$ cat config.mk
export PLATFORM = sky130hd
export DESIGN_NAME = ldst_exec_stage
export DESIGN_NICKNAME = d
export VERILOG_FILES = /design/src/rtl/ldst_pkg.sv /design/src/rtl/ldst_agu.sv /design/src/rtl/ldst_exec_stage.sv
export SDC_FILE = /design/constraint.sdc
export NUM_CORES = 1
export LEC_CHECK = 0
export CAP_MARGIN = 20
export CORE_UTILIZATION = 40
export CTS_BUF_LIST = sky130_fd_sc_hd__clkbuf_4
export CTS_CLUSTER_SIZE = 28
export DETAILED_ROUTE_END_ITERATION = 12
export GPL_ROUTABILITY_DRIVEN = 1
export PLACE_DENSITY_LB_ADDON = 0.05
export SYNTH_ARGS = -nofsm -noshare
export SYNTH_HDL_FRONTEND = slang
export SYNTH_SLANG_ARGS = --single-unit
$ cat constraint.sdc
create_clock -name clk -period 4.18 [get_ports clk]
set_input_delay 0.836 -clock clk [delete_from_list [all_inputs] [get_ports clk]]
set_output_delay 0.836 -clock clk [all_outputs]
set_load 0.01 [all_outputs]
$ cat src/rtl/ldst_pkg.sv
// Shared definitions for the load/store execute stage: FSM state encoding,
// lane-select width and byte-lane helper functions used by the datapath.
package ldst_pkg;

  // Execute-stage FSM states.
  typedef enum logic [1:0] {
    ST_IDLE  = 2'd0,
    ST_REQ   = 2'd1,
    ST_WB    = 2'd2,
    ST_FAULT = 2'd3
  } ldst_state_t;

  // Default data width and the matching byte-lane select width.
  localparam int DW_DEF = 32;
  localparam int LANEW  = $clog2(DW_DEF / 8);

  // Helpers are written for the widest supported bus; callers size the
  // arguments up and the results down with casts.
  localparam int MAXDW    = 128;
  localparam int MAXLANES = MAXDW / 8;
  localparam int MAXLANEW = $clog2(MAXLANES);

  // Byte value copied onto every lane of the bus.
  function automatic logic [MAXDW-1:0] byte_replicate(input logic [7:0] b);
    return {MAXLANES{b}};
  endfunction

  // One-hot byte enable for the addressed lane.
  function automatic logic [MAXLANES-1:0] be_decode(input logic [MAXLANEW-1:0] lane);
    logic [MAXLANES-1:0] be;
    be       = '0;
    be[lane] = 1'b1;
    return be;
  endfunction

  // Byte sitting in the addressed lane of a bus word.
  function automatic logic [7:0] lane_extract(input logic [MAXDW-1:0] data,
                                              input logic [MAXLANEW-1:0] lane);
    return data[{lane, 3'b000} +: 8];
  endfunction

endpackage

$ cat src/rtl/ldst_agu.sv
// Combinational address generator: base +/- zero-extended immediate,
// pre/post-index selection and word-misalignment detection. Kept free of
// any load/store state so the branch/PC path can reuse it.
module ldst_agu #(
  parameter int DW   = 32,
  parameter int AW   = 32,
  parameter int OFFW = 12,
  parameter int LW   = 2
) (
  input  logic [DW-1:0]   rn_val,
  input  logic [OFFW-1:0] offset,
  input  logic            p,
  input  logic            u,
  output logic [AW-1:0]   ea,
  output logic [AW-1:0]   addr,
  output logic            misaligned
);

  // Arithmetic is done wide enough for every operand, then wrapped to AW.
  localparam int SW0 = (AW > DW) ? AW : DW;
  localparam int SW  = (SW0 > OFFW) ? SW0 : OFFW;

  logic [SW-1:0] base_ext;
  logic [SW-1:0] off_ext;
  logic [SW-1:0] sum;

  // Effective address, access address and low-bit alignment test.
  always_comb begin
    base_ext   = SW'(rn_val);
    off_ext    = SW'(offset);
    sum        = u ? (base_ext + off_ext) : (base_ext - off_ext);
    ea         = AW'(sum);
    addr       = p ? ea : AW'(base_ext);
    misaligned = |addr[LW-1:0];
  end

endmodule

$ cat src/rtl/ldst_exec_stage.sv
// Execute/memory stage for LDR/STR: latches a decoded instruction, computes
// its address, runs one req/ack memory transaction with a timeout, then
// retires it with up to two register-file writebacks in a single WB cycle.
module ldst_exec_stage
  import ldst_pkg::*;
#(
  parameter int DW       = 32,
  parameter int AW       = 32,
  parameter int RW       = 4,
  parameter int OFFW     = 12,
  parameter int MAX_WAIT = 16
) (
  input  logic              clk,
  input  logic              rst_n,
  input  logic              in_valid,
  output logic              in_ready,
  input  logic              cond_pass,
  input  logic              is_ldr,
  input  logic              is_str,
  input  logic              p,
  input  logic              u,
  input  logic              bsel,
  input  logic              w,
  input  logic [RW-1:0]     rn,
  input  logic [RW-1:0]     rd,
  input  logic [DW-1:0]     rn_val,
  input  logic [DW-1:0]     rd_val,
  input  logic [OFFW-1:0]   offset,
  output logic              mem_req,
  output logic              mem_we,
  output logic [AW-1:0]     mem_addr,
  output logic [DW-1:0]     mem_wdata,
  output logic [DW/8-1:0]   mem_be,
  input  logic              mem_ack,
  input  logic [DW-1:0]     mem_rdata,
  output logic              wb_rd_en,
  output logic [RW-1:0]     wb_rd_addr,
  output logic [DW-1:0]     wb_rd_data,
  output logic              wb_rn_en,
  output logic [RW-1:0]     wb_rn_addr,
  output logic [DW-1:0]     wb_rn_data,
  output logic              done,
  output logic              fault
);

  localparam int NB = DW / 8;
  localparam int LW = $clog2(NB);
  localparam int CW = (MAX_WAIT > 0) ? $clog2(MAX_WAIT + 1) : 1;

  ldst_state_t     state_reg;
  logic [CW-1:0]   wait_cnt_reg;
  logic            ldr_reg;
  logic            bsel_reg;
  logic            rnwb_reg;
  logic [RW-1:0]   rn_reg;
  logic [RW-1:0]   rd_reg;
  logic [AW-1:0]   ea_reg;

  logic [AW-1:0]   agu_ea;
  logic [AW-1:0]   agu_addr;
  logic            agu_mis;

  logic            do_ldr;
  logic            do_str;
  logic            do_access;
  logic [DW-1:0]   wdata_next;
  logic [NB-1:0]   be_next;
  logic [DW-1:0]   load_data;
  logic [CW-1:0]   wait_inc;
  logic            timeout;

  ldst_agu #(
    .DW   (DW),
    .AW   (AW),
    .OFFW (OFFW),
    .LW   (LW)
  ) u_agu (
    .rn_val     (rn_val),
    .offset     (offset),
    .p          (p),
    .u          (u),
    .ea         (agu_ea),
    .addr       (agu_addr),
    .misaligned (agu_mis)
  );

  // Decode of the incoming instruction and the memory-side data paths.
  always_comb begin
    do_ldr    = cond_pass && is_ldr;
    do_str    = cond_pass && is_str && !is_ldr;
    do_access = do_ldr || do_str;

    if (bsel) begin
      wdata_next = DW'(byte_replicate(rd_val[7:0]));
      be_next    = NB'(be_decode(MAXLANEW'(agu_addr[LW-1:0])));
    end else begin
      wdata_next = rd_val;
      be_next    = '1;
    end

    // Byte loads come from the lane selected by the held request address.
    if (bsel_reg)
      load_data = DW'(lane_extract(MAXDW'(mem_rdata), MAXLANEW'(mem_addr[LW-1:0])));
    else
      load_data = mem_rdata;

    wait_inc = wait_cnt_reg + CW'(1);
    timeout  = (MAX_WAIT != 0) && (wait_inc == CW'(MAX_WAIT));
  end

  // Stage FSM; every output is a register updated on the state transition.
  always_ff @(posedge clk or negedge rst_n) begin
    if (!rst_n) begin
      state_reg    <= ST_IDLE;
      wait_cnt_reg <= '0;
      ldr_reg      <= 1'b0;
      bsel_reg     <= 1'b0;
      rnwb_reg     <= 1'b0;
      rn_reg       <= '0;
      rd_reg       <= '0;
      ea_reg       <= '0;
      in_ready     <= 1'b1;
      mem_req      <= 1'b0;
      mem_we       <= 1'b0;
      mem_addr     <= '0;
      mem_wdata    <= '0;
      mem_be       <= '0;
      wb_rd_en     <= 1'b0;
      wb_rd_addr   <= '0;
      wb_rd_data   <= '0;
      wb_rn_en     <= 1'b0;
      wb_rn_addr   <= '0;
      wb_rn_data   <= '0;
      done         <= 1'b0;
      fault        <= 1'b0;
    end else begin
      // Pulsed outputs default low; the transition into WB/FAULT raises them.
      done     <= 1'b0;
      fault    <= 1'b0;
      wb_rd_en <= 1'b0;
      wb_rn_en <= 1'b0;

      case (state_reg)
        ST_IDLE: begin
          if (in_valid && in_ready) begin
            in_ready <= 1'b0;
            ldr_reg  <= do_ldr;
            bsel_reg <= bsel;
            rnwb_reg <= w || !p;
            rn_reg   <= rn;
            rd_reg   <= rd;
            ea_reg   <= agu_ea;
            if (!do_access) begin
              // Condition failed or not a memory op: retire with no writes.
              state_reg <= ST_WB;
              done      <= 1'b1;
            end else if (!bsel && agu_mis) begin
              state_reg <= ST_FAULT;
              fault     <= 1'b1;
            end else begin
              state_reg    <= ST_REQ;
              wait_cnt_reg <= '0;
              mem_req      <= 1'b1;
              mem_we       <= do_str;
              mem_addr     <= agu_addr;
              mem_wdata    <= wdata_next;
              mem_be       <= be_next;
            end
          end
        end

        ST_REQ: begin
          if (mem_ack) begin
            state_reg  <= ST_WB;
            mem_req    <= 1'b0;
            mem_we     <= 1'b0;
            mem_be     <= '0;
            done       <= 1'b1;
            wb_rd_en   <= ldr_reg;
            wb_rd_addr <= rd_reg;
            wb_rd_data <= load_data;
            // A load into the base register takes priority over base update.
            wb_rn_en   <= rnwb_reg && !(ldr_reg && (rn_reg == rd_reg));
            wb_rn_addr <= rn_reg;
            wb_rn_data <= DW'(ea_reg);
          end else if (timeout) begin
            state_reg <= ST_FAULT;
            mem_req   <= 1'b0;
            mem_we    <= 1'b0;
            mem_be    <= '0;
            fault     <= 1'b1;
          end else begin
            wait_cnt_reg <= wait_inc;
          end
        end

        ST_WB: begin
          state_reg <= ST_IDLE;
          in_ready  <= 1'b1;
        end

        ST_FAULT: begin
          state_reg <= ST_IDLE;
          in_ready  <= 1'b1;
        end

        default: begin
          state_reg <= ST_IDLE;
          in_ready  <= 1'b1;
        end
      endcase
    end
  end

endmodule

==> results.txt, run 1 <==
run results: top_reg_cell synth dfrtp_1, CP most frequent cell buf_4, Final nets 1617, Max VDD drop 0.258 mV, top comb family, area AND-OR/OR-AND gates, hold crit path type in -> async, Synth Area in Compound Gates 0.180, max layer used met4, Detail Route met2 WL 14200 microns, post-synthesis cell count 1082, First DRT Iteration DRCs 577, number of max-cap violations 0, HPWL after detailed placement ~23000 microns, CP endpoint mem_addr[24], Multi-In Gates 790, area reported by Yosys stat around 0.010 sq mm, CLK BUF 17, Final Power 8.13 mW, yosys cell count ~1.1k, CTS Sinks ~200, GP Congestion 0.930, Flops 197, Mapped Area roughly 0.01 sq mm, met3 wire length about 1400 microns, Die Wd 162 microns, slowest stage cell, crit path or4_1, fa+ha+maj area frac 0.0446, Top cell area share 0.478, CTS buffer count 17, Synth mux share 0.0859, GRT Residual Overflow 0, chip area 0.0263 sq mm, Worst R2R Path Depth 9, Clk pwr share 0.133, area grow syn2layout 43.0%, Pre-antenna DRT Iters 5, Post-synth seq share 0.480, clk pwr 1.08 mW, htree depth 4, largest net degree at the start of global routing 97, Comb gate area 0.00506 sq mm, CTS clk-pin slew, worst paths 0.22 ns, number of non-clock buffers in the layout 413, GR Layer Usage met1 0.335, clock skew 0.0403 ns, IO buf count about 270, Achievable Freq 251 MHz, CP Launch Type input port, Hold Slack 0.243 ns, PostCTS Resize Cnt 8, Data arrival, critical path 4.51 ns, leakage 6.78 nW, Comb area share 0.345, CTS tree done, sw power 3.04 mW, final setup margin 0.190 ns, CTS Buffer Depth 2, FF-to-FF setup slack 1.65 ns, Data buffer area share 0.261, slowest stage delay, CP approximately 0.49 ns, OpenROAD warnings 28, antenna fix cells 1, vias in the first global route 8721, yosys simple share 0.135, Synth warnings 0, Cell Type Count 65, Worst R2R End mem_we, Worst R2R Start wait_cnt_reg[0], area leader, netlist dfrtp_1, gr busiest metal met2, DR vias/cell 5.08, layout cells sized above 1 0.174, initial antenna violation count 1, CP Class in -> reg, crit-path cells dlygate4sd2_1, nor3_2, nand2_1, nor4_2, buf_4, nand2b_1, buf_4, nor2_2, buf_4, a21oi_1, ha_2, nand2_2, or4_1, a21oi_2, o311ai_4, buf_4, o21bai_1, xor2_1, mux2i_1, o21ai_0, Crit path max-delay family simple AND/OR/NAND/NOR gates, sequential power 3.29 mW, die height 162 microns, worst-margin pin slew around 0.94 ns, IO Pins around 270, crit path max fanout 6, Critical Path Sink Type register, drt drc 0, Final Max-Slew Violation Tally 0, status finished, final reports clean
**Run 1: placement view**

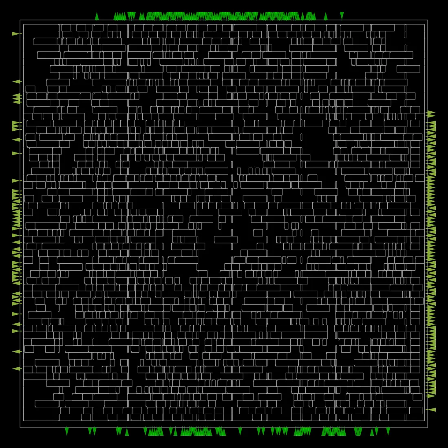
fin cells: 1798
row count: 58
# Taps: 330
core area: 0.0252 sq mm
Fill cells: 2237

**Run 1: metal 3**

Scale bar: 50 microns.
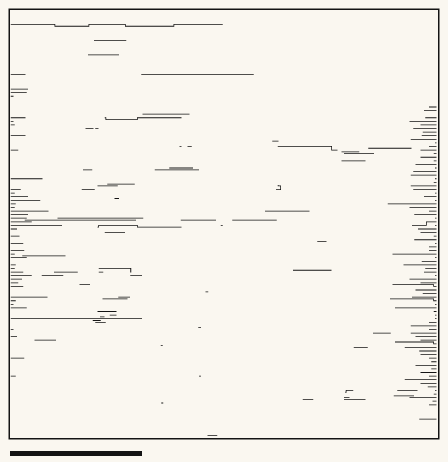
- nets with wire on the layer: 170
- longest straight run: 49.4 microns
- wire length on this layer: 1360 microns
met3 Usage GRT: 0.0378
DRT Wirelength: 30300 microns
via count: 9127

**Run 1: cells coloured by class**

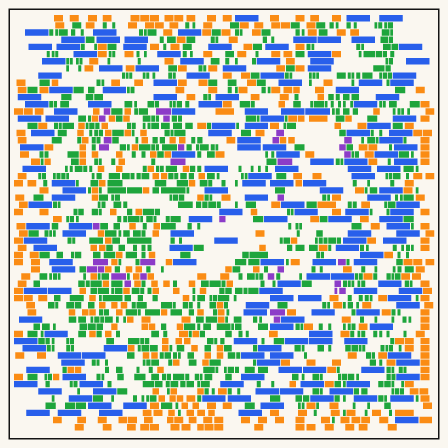
- blue: registers (cells 197; share of their area 35%)
- purple: clock drivers and dummy loads (cells 32; share of their area 2.2%)
- orange: remaining buffers and delay cells (cells 413; share of their area 27%)
- green: remaining logic cells (cells 825; share of their area 36%)
Core Util, Final: 0.583
Seq area share: 0.336
Finished Cell Area: 0.0147 sq mm

**Run 1: cell density map**

The die is cut into 16 by 16 equal tiles; white is low, dark blue is high, 0 to 100% covered.
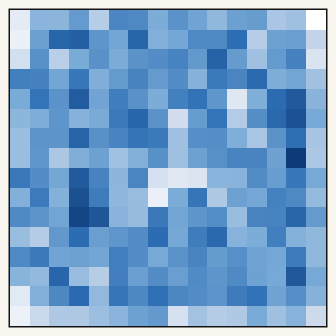
- nearly empty tiles: 0.40%
- tiles over 75% full: 9.8%
- mean over tiles: 54%
- fullest tile: 95%
FP Util: 0.408

## Run 2: what changed since run 1
- HOLD_SLACK_MARGIN: unset -> 0.1
- clock period: 4.18 -> 3.7 ns (I/O delays scaled with it)
**Run 2: metal 3**

Scale bar: 50 microns.
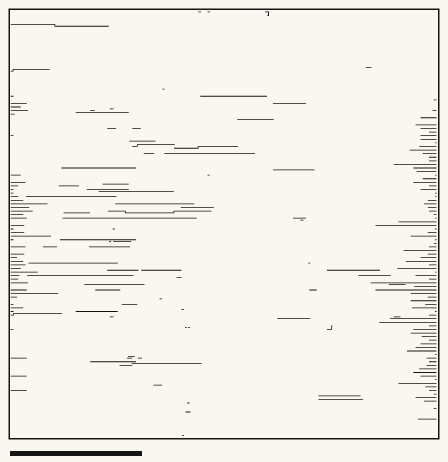
- main direction: horizontal
- wire length on this layer: 1590 microns
DRT Wirelength: 31300 microns
met3 Usage GRT: 0.0345
via count: 9263

==> run 2 against run 1 <==
Via count rose by 1.5%; first-iteration DRC count grew 4.7%; sequential power rose by 13%; worst setup slack worse by 0.10 ns; clock power rose by about 20%; cell count up 1.3%; core utilization up 1.5 points; global-route usage is 0.41 points higher; flip-flop count unchanged; clock-buffer cell count unchanged; hold slack worse by 0.15 ns; register-to-register slack got worse by 0.21 ns; critical endpoint is now mem_addr[29]; highest routed layer unchanged.
==> results.txt, run 2 <==
run results: status finished, final reports clean, CLK BUF 17 (unchanged), die height 162 microns (unchanged), area leader, netlist dfrtp_1, CP Class in -> reg, Worst R2R Start in_ready, CTS tree done, IO buf count 273 (unchanged), fin cells 1821 (+1.3%), HPWL after detailed placement 23200 microns (+1.6%), Detail Route met2 WL 14800 microns (+3.8%), gr busiest metal met2, Seq area share 0.327 (-0.00851), antenna fix cells 2 (+1), final setup margin 0.0880 ns (-0.102 ns), clock skew 0.0396 ns (-0.000675 ns), GR Layer Usage met1 0.331 (-0.00367), top_reg_cell synth dfrtp_1, Clk pwr share 0.136 (+0.003), fa+ha+maj area frac 0.0446 (unchanged), worst-margin pin slew 1.05 ns (+0.114 ns), yosys cell count 1082 (unchanged), post-synthesis cell count 1082 (unchanged), slowest stage cell, crit path a311oi_1, Pre-antenna DRT Iters 7 (+2), core area 0.0252 sq mm (unchanged), vias in the first global route 9036 (+3.6%), Hold Slack 0.0914 ns (-0.151 ns), Final nets 1639 (+1.4%), layout cells sized above 1 0.209 (+0.0350), hold crit path type in -> async, yosys simple share 0.135 (unchanged), drt drc 0 (unchanged), CTS Sinks 197 (unchanged), Die Wd 162 microns (unchanged), Synth warnings 0 (unchanged), CTS Buffer Depth 2 (unchanged), Synth mux share 0.0859 (unchanged), crit path max fanout 4 (-2), Synth Area in Compound Gates 0.180 (unchanged), area grow syn2layout 46.7%, Achievable Freq 277 MHz, Worst R2R End mem_addr[29], Multi-In Gates 790 (unchanged), FP Util 0.408 (unchanged), Final Power 9.34 mW (+15%), clk pwr 1.27 mW (+20%), GRT Residual Overflow 0 (unchanged), initial antenna violation count 2 (+1), Fill cells 2227 (-0.45%), met3 wire length 1590 microns (+17%), Cell Type Count 65 (unchanged), number of non-clock buffers in the layout 435 (+5.3%), leakage 6.94 nW (+2.3%), First DRT Iteration DRCs 604 (+4.7%), top comb family, area AND-OR/OR-AND gates, CP Launch Type input port, number of max-cap violations 0 (unchanged), IO Pins 274 (unchanged), htree depth 4 (unchanged), CTS buffer count 17 (unchanged), Comb area share 0.350 (+0.00564), row count 58 (unchanged)
## Run 3: what changed since run 2
- RECOVER_POWER: unset -> 25
- SLEW_MARGIN: unset -> 40
**Run 3: metal 3**

Scale bar: 50 microns.
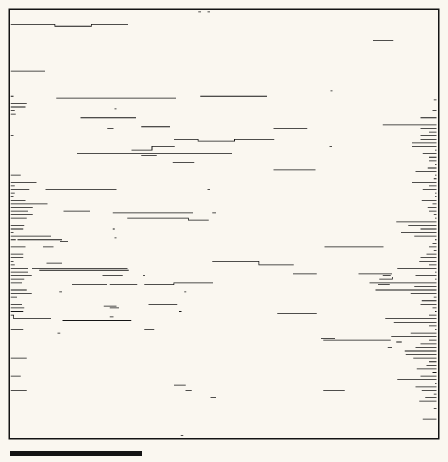
- longest straight run: 58.4 microns
- share of all routed wire: 4.7%
DRT Wirelength: 31400 microns
via count: 9245
met3 Usage GRT: 0.0352

==> run 3 against run 2 <==
Synthesized cell count is the same; critical endpoint is now mem_addr[30]; cell count shrank 0.22%; critical path type unchanged; clock-buffer cell count is the same; worst setup slack lost 0.037 ns; combinational power is essentially flat; the flow now finishes with violations (max-capacitance violations, max-slew violations); sequential share of layout area grew 0.14 points; die area is the same; sequential power is essentially flat.
==> results.txt, run 3 <==
run results: CTS Buffer Depth 2 (unchanged), Detail Route met2 WL 14800 microns (+0.54%), Cell Type Count 65 (unchanged), top comb family, area AND-OR/OR-AND gates, die height 162 microns (unchanged), HPWL after detailed placement 23400 microns (+0.94%), fa+ha+maj area frac 0.0446 (unchanged), area grow syn2layout 46.0%, top_reg_cell synth dfrtp_1, Synth Area in Compound Gates 0.180 (unchanged), Seq area share 0.329 (+0.00139), FP Util 0.408 (unchanged), Comb area share 0.351 (+0.00124), Clk pwr share 0.135 (about the same), hold crit path type reg -> reg, Synth warnings 0 (unchanged), CP Class in -> reg, GR Layer Usage met1 0.331 (about the same), vias in the first global route 9015 (-0.23%), Final Max-Slew Violation Tally 84, Synth mux share 0.0859 (unchanged), fin cells 1817 (-0.22%), final setup margin 0.0508 ns (-0.0372 ns), slowest stage cell, crit path or4_4, violated checks max-capacitance violations, max-slew violations, CTS tree done, Worst R2R Start in_ready, First DRT Iteration DRCs 573 (-5.1%), number of max-cap violations 1 (+1), post-synthesis cell count 1082 (unchanged), IO Pins 274 (unchanged), yosys cell count 1082 (unchanged), layout cells sized above 1 0.203 (-0.00603), status finished with violations, row count 58 (unchanged), CLK BUF 17 (unchanged), Final nets 1634 (-0.31%), htree depth 4 (unchanged), GRT Residual Overflow 0 (unchanged), core area 0.0252 sq mm (unchanged), worst-margin pin slew 2.11 ns (+1.06 ns), area leader, netlist dfrtp_1, yosys simple share 0.135 (unchanged)
Power is estimated from default activity; no workload was simulated.
